==> images/layer_met1.png <==
Scale bar: 20 µm. Supply wires on this layer in gray.
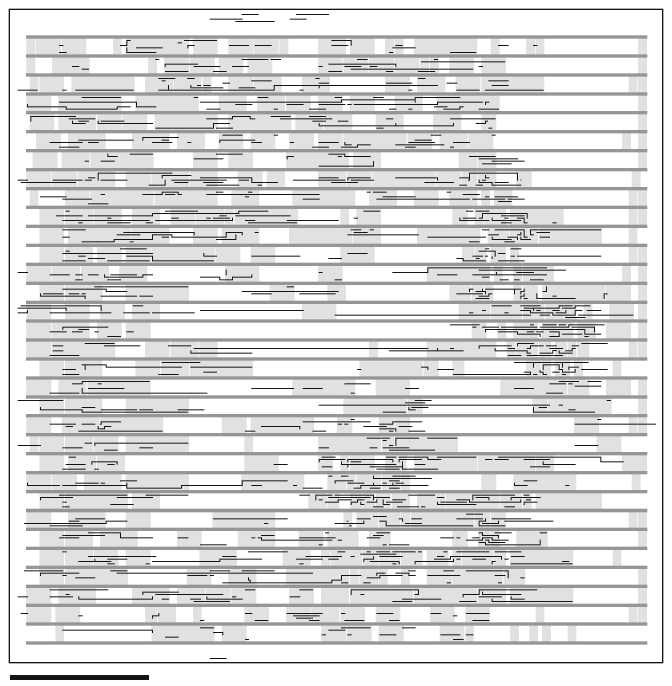
==> images/io_fan.png <==
Scale bar: 20 µm.
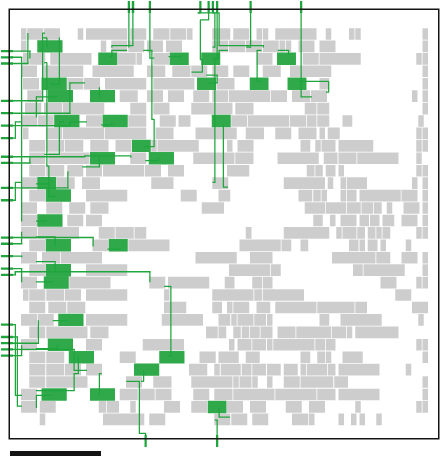
==> images/wires.png <==
Only two layers are drawn.
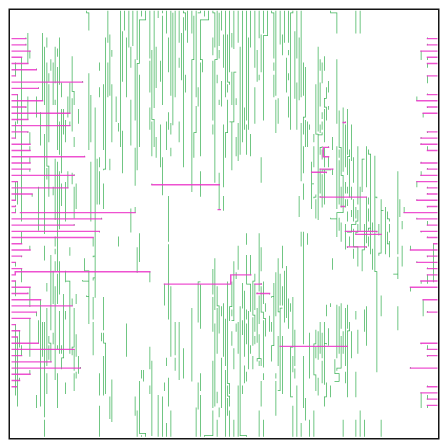
Design noc_agent_arbiter, sky130hd; sources not shown.
==> results.cfg <==
; physical design summary
[run_status]
status = finished, final reports clean

[job]
maxCapViolCount = 0
warnings = 28

[pwr]
vdd_drop_max_v = 0.000234
power.leakage_nw = 2.00
p_per_area_nw_per_um2 = 552

[grt]
grt_pass1_wl_mm = 12.2
globalRouteOverflowTotal = 0
grt_pass1_vias = 2590

[floorplanning]
chipArea_um2 = 8770
core_area_um2 = 7770
die_h_um = 93.6
core.rowCount = 32

[cts]
post_cts_resize_count = 0
htreeDepth = 2
cts_made_buffers = 5
clockBufferDepth = 2

[logic_synthesis]
synth-main-ff-cell = dfrtp_1
ys_top_cells_by_count = buf_4 (65), dfrtp_1 (52), mux2_1 (39)
async_flop_share = 1.00
syn_area_um2 = 3540
avgSynthCellArea_um2 = 11.7
xor_share = 0.00743
ys_top_logic_family = multiplexers
syn_inst = 302
top_cells_by_area = dfrtp_1 (37%), buf_4 (14%), mux2_1 (12%), mux2_4 (8.5%), mux2_2 (2.9%)
ys_sh_adder = 0.0304
yosysSeqAreaShare = 0.383

[setup_path]
worstPathRequired_ns = 3.60
cp-end-kind = output pin
path_max_fanout = 6

[layout]
antenna-diode-count = 0
stdcell_area_um2 = 4590
nNetsFinal = 498

[timing]
setup_tns_ns = 0
fin_crit_ns = 3.45
slew-limit-headroom = 0.472
finalCritPeriodShare = 0.767
setup_viol = 0

[worst_hold_path]
hold_depth = 1
hold_class = reg2reg

[place]
placed_cell_area_um2 = 4510
place_congestion = 0.788

[drt]
drtIter0Drc = 81
Notes on layer_met1.png above:
wire length on this layer: 2820 µm
nets with wire on the layer: 385
Total Wirelength: 7.56 mm
total number of vias: 2461
grt met1 use: 0.200

Notes on io_fan.png above:
legend:
  cpu_req_addr:
    color: green
    direction: input
    end_cells: 32
    wire: 724 µm
I/O Buffers: 116
top-level I/O count: 181

Notes on wires.png above:
legend:
  metal 3:
    color: magenta
    wire_length: 605 µm
  metal 2:
    color: green
    wire_length: 4070 µm
GRT Util Overall: 0.176
Routed wire per std cell: 14.5 µm

## per-layer routing
| layer | up-vias | share of wire | wire length [µm] | track usage |
|---|---|---|---|---|
| li1 | 1149 | - | - | - |
| met1 | 1176 | 0.37 | 2820 | 0.200 |
| met2 | 130 | 0.54 | 4070 | 0.321 |
| met3 | 6 | 0.080 | 605 | 0.0516 |
| met4 | 0 | 0.0097 | 73 | 0.0471 |
| met5 | - | 0 | 0 | 0 |
## cells by family (layout without fill, tap and decap cells)
| logic type | Yosys count | in the layout |
|---|---|---|
| AOI/OAI and AO/OA | 32 | 32 |
| other | 2 | 65 |
| muxes | 69 | 69 |
| adders and majority gates | 8 | 8 |
| buffers and inverters | 86 | 139 |
| xor gates and xnor gates | 3 | 3 |
| and+or+nand+nor | 48 | 48 |
| DFF | 54 | 54 |
## cells in the final DEF, fill, tap and decap left out, types with 2 or more instances in the layout
master,instances
o21a_1,2
nor3_1,3
and2_1,2
nand4_1,2
o21bai_1,2
or3_1,2
dfrtp_1,52
nand3_1,4
and3_1,2
dfstp_2,2
nor2_1,7
and3b_1,3
xor2_1,3
nand2b_1,5
inv_2,2
clkbuf_1,3
o22ai_1,2
o211ai_1,3
clkdlybuf4s50_1,115
conb_1,65
buf_4,5
mux2_2,9
inv_1,8
mux2_1,39
mux2_4,20
a21oi_1,6
a31oi_1,3
a21oi_2,2
clkbuf_8,5
nor4_4,2
ha_1,7
or2_2,2
nand2_1,6
## final cells by class
class | count | area (µm²)
tap | 102 | 128
multi-input combinational | 225 | 1800
sequential | 54 | 1350
fill | 633 | 3180
inverter | 10 | 37.5
timing repair buffer | 121 | 1190
clock buffer | 8 | 80.1
## report_power, final
part           total [W]  switching, W  internal (W)
combinational    0.00135      0.000486      0.000861
clock           0.000266      0.000155      0.000111
sequential      0.000922      0.000196      0.000726
## worst max-delay path: stages
cell and delay (ns):
clkdlybuf4s50_1 0.59, inv_2 0.09, a211o_1 0.26, and4_2 0.24, clkdlybuf4s50_1 0.47
## stage by stage
step	cells	total power, W	utilization	hold slack, ns
2_1_floorplan	365	0.00172	-	0.451
3_5_place_dp	512	0.00229	0.581	0.455
5_1_grt	520	0.00273	0.591	0.503
6_report	520	0.00254	0.591	0.464
3_3_place_gp	512	0.00222	0.581	0.456
4_1_cts	520	0.00257	0.591	0.474
Power is estimated from default activity; no workload was simulated.
